$ cat config.mk
export PLATFORM = sky130hd
export DESIGN_NAME = mod_n_counter
export DESIGN_NICKNAME = d
export VERILOG_FILES = /design/src/rtl/cnt_pkg.sv /design/src/rtl/mod_n_counter_next.sv /design/src/rtl/mod_n_counter.sv
export SDC_FILE = /design/constraint.sdc
export NUM_CORES = 1
export LEC_CHECK = 0
export CAP_MARGIN = 30
export CORE_MARGIN = 4
export CORE_UTILIZATION = 38
export CTS_BUF_LIST = sky130_fd_sc_hd__clkbuf_4
export CTS_CLUSTER_SIZE = 8
export DETAILED_ROUTE_END_ITERATION = 8
export GPL_TIMING_DRIVEN = 0
export PLACE_DENSITY_LB_ADDON = 0.2
export SYNTH_ARGS = -nofsm -noshare
export SYNTH_HDL_FRONTEND = slang
export SYNTH_HIERARCHICAL = 1
export SYNTH_SLANG_ARGS = --single-unit
$ cat constraint.sdc
create_clock -name clk -period 1.9 [get_ports clk]
set_input_delay 0.38 -clock clk [delete_from_list [all_inputs] [get_ports clk]]
set_output_delay 0.38 -clock clk [all_outputs]
set_load 0.01 [all_outputs]
$ cat src/rtl/cnt_pkg.sv
// Shared definitions for the alarm-clock time-base counters: clock moduli,
// the per-edge operation type and a generic wrapped next-value helper.
package cnt_pkg;

   localparam int unsigned SEC_LO_MOD = 10;
   localparam int unsigned SEC_HI_MOD = 6;
   localparam int unsigned HR_MOD     = 24;

   typedef enum logic [2:0] {
      OP_HOLD,
      OP_COUNT,
      OP_LOAD,
      OP_LD_REJ,
      OP_CLEAR
   } cnt_op_e;

   // Wrapped successor/predecessor for counters that keep their own register.
   function automatic logic [31:0] next_mod(input logic [31:0] cnt,
                                            input logic        up,
                                            input logic [31:0] modulus);
      if (up)
         return (cnt >= modulus - 32'd1) ? '0 : cnt + 32'd1;
      else
         return (cnt == '0) ? modulus - 32'd1 : cnt - 32'd1;
   endfunction

endpackage

$ cat src/rtl/mod_n_counter_next.sv
// Combinational next-value and terminal-detect logic for a modulo-N digit;
// arithmetic is carried one bit wider than the count.
module mod_n_next
   import cnt_pkg::*;
#(
   parameter int unsigned WIDTH   = 4,
   parameter int unsigned MODULUS = 10
) (
   input  logic [WIDTH-1:0] i_cnt,
   input  logic             i_up,
   output logic [WIDTH-1:0] o_nxt,
   output logic             o_term
);

   localparam logic [WIDTH:0] MOD_W = (WIDTH+1)'(MODULUS);
   localparam logic [WIDTH:0] MAX_W = MOD_W - (WIDTH+1)'(1);

   logic [WIDTH:0] w_cnt_w;
   logic [WIDTH:0] w_inc;
   logic [WIDTH:0] w_dec;

   assign w_cnt_w = {1'b0, i_cnt};
   assign w_inc   = w_cnt_w + (WIDTH+1)'(1);
   assign w_dec   = w_cnt_w - (WIDTH+1)'(1);

   // The wide compare makes the 2**WIDTH modulus wrap identical to overflow.
   always_comb begin
      o_nxt  = '0;
      o_term = 1'b0;
      if (i_up) begin
         o_nxt  = (w_inc >= MOD_W) ? '0 : w_inc[WIDTH-1:0];
         o_term = (w_cnt_w == MAX_W);
      end else begin
         o_nxt  = w_dec[WIDTH] ? MAX_W[WIDTH-1:0] : w_dec[WIDTH-1:0];
         o_term = (i_cnt == '0);
      end
   end

endmodule

$ cat src/rtl/mod_n_counter.sv
// Registered modulo-N counter digit with clear/load/enable and cascade carry.
// Define MODN_DOWN_EN to add the dn port and down counting.
module mod_n_counter
   import cnt_pkg::*;
#(
   parameter int unsigned WIDTH   = 4,
   parameter int unsigned MODULUS = 10,
   parameter int unsigned RST_VAL = 0
) (
   input  logic             clk,
   input  logic             rst_n,
   input  logic             en,
   input  logic             clr,
   input  logic             ld,
   input  logic [WIDTH-1:0] ld_val,
`ifdef MODN_DOWN_EN
   input  logic             dn,
`endif
   output logic [WIDTH-1:0] cnt,
   output logic             term,
   output logic             co,
   output logic             ld_err
);

   localparam logic [WIDTH:0] MOD_W = (WIDTH+1)'(MODULUS);

   if (MODULUS < 2 || MODULUS > (32'd1 << WIDTH) || RST_VAL >= MODULUS) begin : g_param_chk
      $error("mod_n_counter: illegal WIDTH/MODULUS/RST_VAL combination");
   end

   logic [WIDTH-1:0] r_cnt;
   logic             r_ld_err;
   logic [WIDTH-1:0] w_nxt;
   logic             w_term;
   logic             w_up;
   logic             w_ld_ok;
   cnt_op_e          w_op;

`ifdef MODN_DOWN_EN
   assign w_up = ~dn;
`else
   assign w_up = 1'b1;
`endif

   mod_n_next #(
      .WIDTH  (WIDTH),
      .MODULUS(MODULUS)
   ) u_next (
      .i_cnt (r_cnt),
      .i_up  (w_up),
      .o_nxt (w_nxt),
      .o_term(w_term)
   );

   assign w_ld_ok = ({1'b0, ld_val} < MOD_W);

   always_comb begin
      w_op = OP_HOLD;
      if (clr)
         w_op = OP_CLEAR;
      else if (ld)
         w_op = w_ld_ok ? OP_LOAD : OP_LD_REJ;
      else if (en)
         w_op = OP_COUNT;
   end

   always_ff @(posedge clk or negedge rst_n) begin
      if (!rst_n) begin
         r_cnt    <= WIDTH'(RST_VAL);
         r_ld_err <= 1'b0;
      end else begin
         r_ld_err <= (w_op == OP_LD_REJ);
         case (w_op)
            OP_CLEAR: r_cnt <= '0;
            OP_LOAD:  r_cnt <= ld_val;
            OP_COUNT: r_cnt <= w_nxt;
            default:  r_cnt <= r_cnt;
         endcase
      end
   end

   assign cnt    = r_cnt;
   assign ld_err = r_ld_err;
   assign term   = w_term;
   // Carry is suppressed on clear/load edges so a chained digit never steps then.
   assign co     = en & w_term & ~clr & ~ld;

endmodule

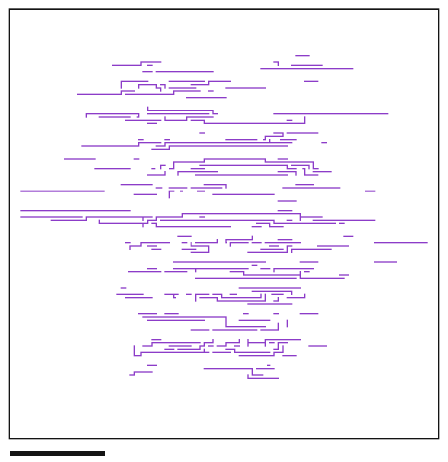
Fig. 1. Met1 routing.
Scale bar: 10 µm.
The longest straight run is 13.3 µm. The wires run mostly horizontal. The layer carries 647 µm of wire. The layer holds 50% of the routed length.
Via Count: 534
met1 usage: 21.1%
Routed WL: 1.30 mm

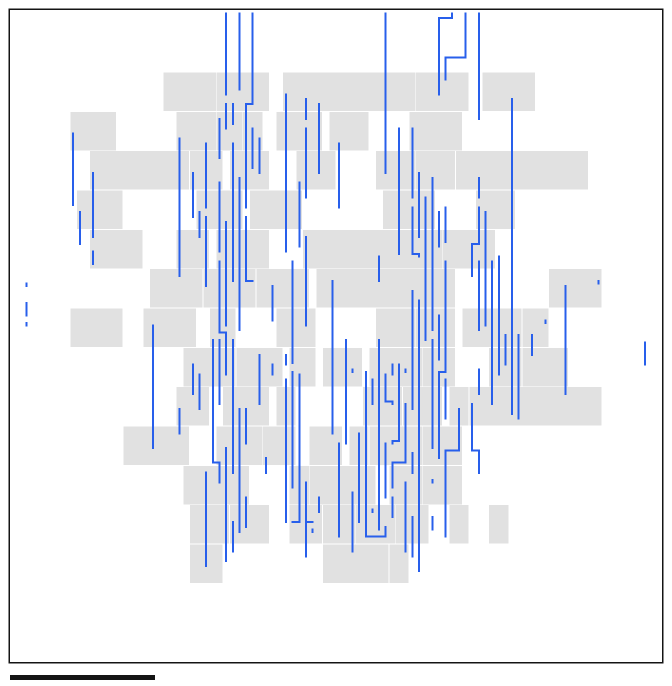
Fig. 2. The metal 2 layer.
Scale bar: 10 µm. Cells faint in the background.
The layer carries 594 µm of wire. The layer holds 46% of the routed length. The longest straight run is 21.8 µm.
GR Layer Usage met2: 22.9%

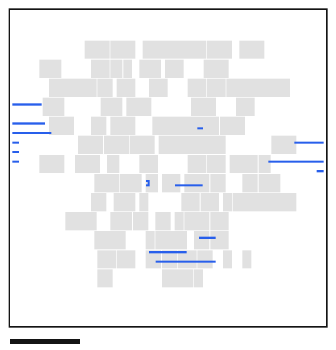
Fig. 3. M3 wires.
Scale bar: 10 µm. Cells faint in the background.
The layer holds 3.7% of the routed length. The layer carries 48.2 µm of wire. The longest straight run is 8.30 µm. 14 nets have wire on it.
met3 usage: 1.20%

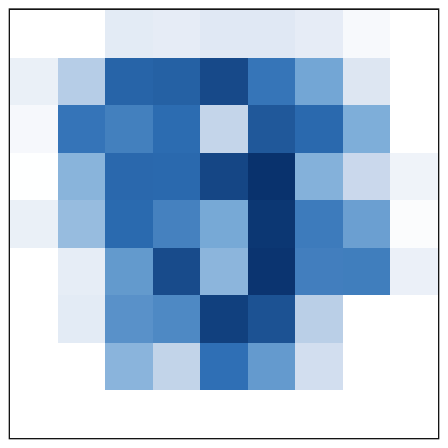
Fig. 4. Cell area per tile.
9 x 9 tiles, from white (low) to dark blue (high), 0 to 100% covered.
The mean over all tiles is 36%. The emptiest ninth of the die: bottom right. 30% of the tiles are nearly empty. The fullest tile reaches 99%.
Initial Utilization: 40.2%
core area: 1300 µm²
final cell utilization of the core: 57.4%

==> Slide: Implementation Results <==
Synthesis and Place & Route Summary

Synthesis
  – Mapped cell area: 523 µm²
  – Synth cell types: 36
  – Area leader, netlist: dfrtp_1
  – Synth warnings: 6
  – Flops after synth: 5
  – Syn Inst Count: 58
  – Yosys cell count: 58
  – Biggest area cells: dfrtp_1 24%, ha_1 9.6%, a221o_1 7.7%
  – Yosys Chip Area: 523 µm²

Die
  – IO Pins: 16
  – Chip area: 2030 µm²

Cells and area
  – Area Growth Syn to Fin: 42.8%
  – Reg area: 128 µm²
  – FILL cells: 124
  – Most common logic cells in the final layout: 11 x clkdlybuf4s50_1, 5 x clkbuf_4

Run
  – Tool warnings: 29

Critical path
  – WS Path Type: flop to output pin
  – Crit-path cells: inv_2 -> ha_1 -> a31oi_1 -> nor2_1 -> dlygate4sd2_1
  – Critical Path End Type: output pin
  – Worst path buffer plus inverter count: 2
  – CP Launch Type: flop
  – Flop2flop setup slack: 0.14 ns

Detailed routing
  – 1st-iter DRT viols: 18
  – Drt drc: 0
  – Avg WL per Cell: 13.7 µm
  – Vias/cell: 5.62

Place
  – I/O Buffers: 15
  – Pre-CTS WS: -0.405 ns

Clocking
  – CTS tree: built
  – Clock Tree Root: clkbuf_4
  – Cts bufs inserted: 3

Run status
  – Outcome: completed

Final timing
  – Post-route clock period utilization: 92.9%
  – Setup_tns: 0 ns

Global routing
  – Total Routing Usage GR: 15.2%
-- routing by layer --
metal	track usage, %	wire length (µm)
met5	0	0
met4	8.77	15
met3	1.20	48
met2	22.9	594
met1	21.1	646
-- power by group --
group          internal (mW)  switching (mW)
logic                 0.0835          0.0754
registers              0.114         0.00577
clock network         0.0941          0.0499
-- final cells by class --
| type | instances | area share, % |
|---|---|---|
| clock buffers | 4 | 4.02 |
| well taps | 15 | 2.51 |
| flip-flops and latches | 5 | 17.1 |
| inverters | 3 | 1.51 |
| repair buffers | 18 | 21.9 |
| plain buffers | 3 | 3.02 |
| multi-input cells | 47 | 49.9 |
-- Yosys cell counts (all sizes together) --
| master | instances |
|---|---|
| dfrtp | 5 |
| nor3b | 5 |
| a221o | 4 |
| a31oi | 4 |
| ha | 4 |
| inv | 3 |
| buf | 2 |
| mux2i | 2 |
| nand2b | 2 |
| nor2 | 2 |
| o22ai | 2 |
| or2 | 2 |
| a211oi | 1 |
| a21o | 1 |
| a21oi | 1 |
| a31o | 1 |
| a32o | 1 |
| and2 | 1 |
| and2b | 1 |
| and4b | 1 |
| clkbuf | 1 |
| conb | 1 |
| nand2 | 1 |
| nand3 | 1 |
| nand3b | 1 |
| nor3 | 1 |
| nor4b | 1 |
| o211ai | 1 |
| o21ai | 1 |
| o21bai | 1 |
| or3 | 1 |
| xnor2 | 1 |
| xor2 | 1 |
-- worst register-to-register path: cells and delay by family, from the launching register on --
kind	cells	cell delay (ns)
compound gates	3	0.65
flops	1	0.41
fa+ha+maj	1	0.25
simple gates	1	0.21
buf+inv	1	0.17
-- timing repair --
item / 4_1_cts / 5_1_grt
hold buffers: 0 / 0
gates resized: 8 / 3
endpoints found under the hold margin: 0 / 0
pin swaps: 1 / 2
setup buffers: 3 / 0
setup endpoints to repair: 2 / 1
-- state kept, by name, summed over array words and instances (netlist names) --
name / cells
ld_err: 1
cnt: 4
-- path summary, 6_finish.rpt --
| kind | cells past startpoint | start | endpoint |
|---|---|---|---|
| max in group asynchronous | 1 | rst_n | cnt[0]$_DFFE_PN0P_ |
| worst max register to register | 6 | cnt[0]$_DFFE_PN0P_ | cnt[3]$_DFFE_PN0P_ |
| worst max-delay path | 5 | cnt[1]$_DFFE_PN0P_ | term |
| worst min-delay path | 1 | rst_n | ld_err$_DFF_PN0_ |
| min in group clk | 1 | cnt[3]$_DFFE_PN0P_ | cnt[3]$_DFFE_PN0P_ |
| worst min register to register | 1 | cnt[3]$_DFFE_PN0P_ | cnt[3]$_DFFE_PN0P_ |
-- through the flow --
| stage | power [mW] | area [µm²] | cells |
|---|---|---|---|
| CTS | 0.424 | 748 | 95 |
| detailed placement | 0.271 | 692 | 88 |
| global route | 0.453 | 747 | 95 |
| floorplan | 0.212 | 523 | 58 |
| finish | 0.423 | 747 | 95 |
| global placement | 0.270 | 692 | 88 |
-- kinds of logic after synthesis --
logic type | share of synthesized area [%]
buf+inv | 5.98
xor+xnor | 3.35
other cells | 0.717
fa+ha+maj | 9.57
mux | 3.83
flops | 23.9
compound gates | 26.8
simple gates | 25.8
Power figures rest on the tool's default switching activity, not on a simulated workload.
